floorplan.png
The bar under the picture is 50 um long. Pins as bars on the die edge.
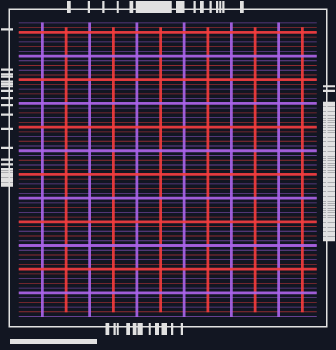
class_map.png
Fill, decap, tap and diode cells in gray.
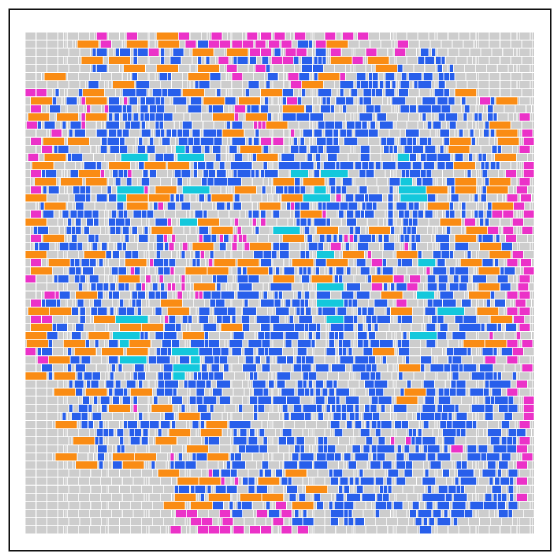
clock_wires.png
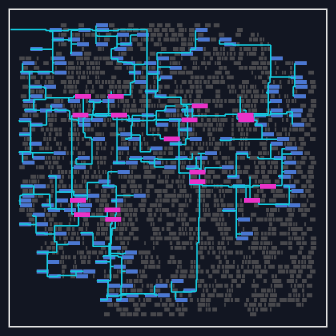
**config.mk**
```make
export PLATFORM = sky130hd
export DESIGN_NAME = send_seg_scheduler
export DESIGN_NICKNAME = d
export VERILOG_FILES = /design/src/rtl/send_seg_scheduler.sv
export SDC_FILE = /design/constraint.sdc
export NUM_CORES = 1
export LEC_CHECK = 0
export CORE_MARGIN = 5
export CORE_UTILIZATION = 45
export CTS_CLUSTER_DIAMETER = 60
export DETAILED_ROUTE_END_ITERATION = 12
export GPL_TIMING_DRIVEN = 0
export HOLD_SLACK_MARGIN = 0.05
export PLACE_DENSITY = 0.63
export SYNTH_ARGS = -nofsm -noshare
export SYNTH_HDL_FRONTEND = slang
export SYNTH_SLANG_ARGS = --single-unit
```
**constraint.sdc**
```tcl
create_clock -name clk -period 22.5 [get_ports clk]
set_input_delay 2.25 -clock clk [delete_from_list [all_inputs] [get_ports clk]]
set_output_delay 2.25 -clock clk [all_outputs]
set_load 0.02 [all_outputs]
```
**src/rtl/send_seg_scheduler.sv**
```systemverilog
// Per-flow send scheduler: window-limits the pending range for the segment
// calculator, issues segment requests downstream and rewinds for retransmit.
module send_seg_scheduler #(
   parameter int          ptr_w    = 12,
   parameter int          win_w    = 16,
   parameter logic [31:0] INIT_SEQ = 32'h0
) (
   input  logic             clk,
   input  logic             rst,
   input  logic             lead_ptr_wr_val,
   input  logic [ptr_w:0]   lead_ptr_wr,
   input  logic             ack_val,
   input  logic [ptr_w:0]   ack_ptr,
   input  logic [win_w-1:0] ack_win,
   input  logic             rt_req,
   output logic [ptr_w:0]   calc_trail_ptr,
   output logic [ptr_w:0]   calc_lead_ptr,
   input  logic [ptr_w:0]   calc_seg_size,
   output logic             seg_req_val,
   input  logic             seg_req_rdy,
   output logic [ptr_w:0]   seg_req_ptr,
   output logic [ptr_w:0]   seg_req_len,
   output logic [31:0]      seg_req_seq
);

   localparam int PW = ptr_w + 1;
   localparam int CW = (win_w > PW) ? win_w : PW;

   typedef enum logic [0:0] {IDLE, ISSUE} state_t;

   state_t           state_q, state_d;
   logic [PW-1:0]    lead_q, lead_d;
   logic [PW-1:0]    una_q, una_d;
   logic [win_w-1:0] win_q, win_d;
   logic [PW-1:0]    snd_nxt_q, snd_nxt_d;
   logic [31:0]      una_seq_q, una_seq_d;
   logic [31:0]      nxt_seq_q, nxt_seq_d;
   logic             rt_pend_q, rt_pend_d;
   logic [PW-1:0]    seg_ptr_q, seg_ptr_d;
   logic [PW-1:0]    seg_len_q, seg_len_d;
   logic [31:0]      seg_seq_q, seg_seq_d;

   logic [CW-1:0]    win_ext, win_cap;
   logic [PW-1:0]    win_c, inflight, avail, pend;
   logic [PW-1:0]    ad, snd_adv, gap;
   logic [31:0]      seq_adv;
   logic             ack_pass;

   // Effective window is capped at the buffer size so it fits pointer width
   assign win_ext  = CW'(win_q);
   assign win_cap  = CW'(1) << ptr_w;
   assign win_c    = (win_ext > win_cap) ? win_cap[PW-1:0] : win_ext[PW-1:0];
   assign inflight = snd_nxt_q - una_q;
   assign avail    = (win_c > inflight) ? (win_c - inflight) : '0;
   assign pend     = lead_q - snd_nxt_q;

   assign calc_trail_ptr = snd_nxt_q;
   assign calc_lead_ptr  = snd_nxt_q + ((pend < avail) ? pend : avail);

   assign seg_req_val = (state_q == ISSUE);
   assign seg_req_ptr = seg_ptr_q;
   assign seg_req_len = seg_len_q;
   assign seg_req_seq = seg_seq_q;

   always_comb begin
      state_d   = state_q;
      lead_d    = lead_q;
      una_d     = una_q;
      win_d     = win_q;
      snd_nxt_d = snd_nxt_q;
      una_seq_d = una_seq_q;
      nxt_seq_d = nxt_seq_q;
      rt_pend_d = rt_pend_q;
      seg_ptr_d = seg_ptr_q;
      seg_len_d = seg_len_q;
      seg_seq_d = seg_seq_q;
      ad        = '0;
      snd_adv   = '0;
      gap       = '0;
      seq_adv   = '0;
      ack_pass  = 1'b0;

      if (lead_ptr_wr_val)
         lead_d = lead_ptr_wr;

      if (ack_val) begin
         ad        = ack_ptr - una_q;
         una_d     = ack_ptr;
         una_seq_d = una_seq_q + 32'(ad);
         win_d     = ack_win;
         ack_pass  = (ad > inflight);
      end

      case (state_q)
         IDLE: begin
            if (ack_pass) begin
               snd_nxt_d = ack_ptr;
               nxt_seq_d = una_seq_d;
            end
            if (rt_pend_q || rt_req) begin
               snd_nxt_d = una_d;
               nxt_seq_d = una_seq_d;
               rt_pend_d = 1'b0;
            end else if ((calc_seg_size != '0) && !ack_pass) begin
               // A passing ACK makes this cycle's calculator result stale
               seg_ptr_d = snd_nxt_q;
               seg_len_d = calc_seg_size;
               seg_seq_d = nxt_seq_q;
               state_d   = ISSUE;
            end
         end
         ISSUE: begin
            if (rt_req)
               rt_pend_d = 1'b1;
            if (seg_req_rdy) begin
               snd_adv   = snd_nxt_q + seg_len_q;
               seq_adv   = nxt_seq_q + 32'(seg_len_q);
               snd_nxt_d = snd_adv;
               nxt_seq_d = seq_adv;
               // una strictly ahead of the advanced snd_nxt: jump forward
               gap = una_d - snd_adv;
               if ((gap != '0) && !gap[PW-1]) begin
                  snd_nxt_d = una_d;
                  nxt_seq_d = una_seq_d;
               end
               state_d = IDLE;
            end
         end
         default: state_d = IDLE;
      endcase
   end

   always_ff @(posedge clk) begin
      if (rst) begin
         state_q   <= IDLE;
         lead_q    <= '0;
         una_q     <= '0;
         win_q     <= '0;
         snd_nxt_q <= '0;
         una_seq_q <= INIT_SEQ;
         nxt_seq_q <= INIT_SEQ;
         rt_pend_q <= 1'b0;
         seg_ptr_q <= '0;
         seg_len_q <= '0;
         seg_seq_q <= '0;
      end else begin
         state_q   <= state_d;
         lead_q    <= lead_d;
         una_q     <= una_d;
         win_q     <= win_d;
         snd_nxt_q <= snd_nxt_d;
         una_seq_q <= una_seq_d;
         nxt_seq_q <= nxt_seq_d;
         rt_pend_q <= rt_pend_d;
         seg_ptr_q <= seg_ptr_d;
         seg_len_q <= seg_len_d;
         seg_seq_q <= seg_seq_d;
      end
   end

endmodule

```
==> impl_metrics.env <==
# flow metrics
export IMPL_post_cts_buffers=0
export IMPL_largest_area_cell="dfxtp_1"
export IMPL_ant_nets=0
export IMPL_top_logic_kind="AND-OR/OR-AND gates"
export IMPL_flop_cell="dfxtp_1"
export IMPL_num_clock_buffers=17
export IMPL_crit_family="AND-OR/OR-AND gates"
export IMPL_antenna_found_initial=0
export IMPL_slew_violations=0
export IMPL_dr_pass1_iters=8
export IMPL_pwr_share_clk_pct=10.9
export IMPL_outcome="complete, no violations"
export IMPL_synth_top_cell_area_share_pct=27.1
export IMPL_aoi_share_pct=19.4
export IMPL_clockBufferDepth=2
export IMPL_post_route_period_util_pct=54.3
export IMPL_crit_end="calc_lead_ptr[12]"
export IMPL_num_multi_input_gates=1280
export IMPL_buffer_area_share_pct=10.7
export IMPL_cts_htree_levels=4
export IMPL_start_kind="register"
export IMPL_fp_util_pct=45.9
export IMPL_dominant_cells="combinational gates"
export IMPL_cts_buffers_inserted=17
export IMPL_io_buffers=142
export IMPL_crit_start="calc_trail_ptr[1]$_SDFFE_PP0P_"
export IMPL_routed_wl_met2_mm=20.8
export IMPL_whs_path_depth=2
export IMPL_slowest_delay_ps=670
export IMPL_area_combinational_um2=9010
export IMPL_period_minus_slack_ps=12230
export IMPL_grt_max_degree=21
export IMPL_drc_errors=0
export IMPL_xor_share_pct=6.62
export IMPL_nWellTaps=384
export IMPL_rr_endpoint="calc_trail_ptr[11]$_SDFFE_PP0P_"
export IMPL_critPathArrivalTime_ps=9980
Back to the opening pictures, floorplan.png:
red -> VDD
purple -> VSS
met5 straps = 12
met1 rails = 63
met4 straps = 12

Back to the opening pictures, class_map.png:
blue -> remaining logic cells  # cells 1378, share of their area 61%
magenta -> remaining buffers and delay cells  # cells 209, share of their area 11%
cyan -> clock drivers and dummy loads  # cells 32, share of their area 4.1%
orange -> registers  # cells 179, share of their area 23%

Back to the opening pictures, clock_wires.png:
magenta -> clock-net drivers  # count 17
cyan -> clock wires  # length 2490 um
blue -> flip-flops  # count 179
routed clock nets = 18

[routing by layer]
| metal | vias up | GRT usage [%] |
|---|---|---|
| li1 | 6122 | - |
| met1 | 5978 | 32.6 |
| met2 | 425 | 44.1 |
| met3 | 81 | 3.26 |
| met4 | 0 | 8.59 |
| met5 | - | 0 |
[per-stage QoR]
| step | total power, W | setup slack [ps] | area, um2 | util [%] | hold slack (ps) |
|---|---|---|---|---|---|
| finish | 0.00295 | 10270 | 15800 | 54.6 | 489 |
| global route | 0.00315 | 9530 | 15800 | 54.6 | 516 |
| CTS | 0.00294 | 10300 | 15800 | 54.6 | 493 |
| detailed placement | 0.00261 | 10800 | 15100 | 52.4 | 474 |
| global placement | 0.00258 | 10800 | 15100 | 52.4 | 466 |
| floorplan | 0.00192 | 12540 | 13200 | - | 460 |
Power and IR drop assume default switching activity.
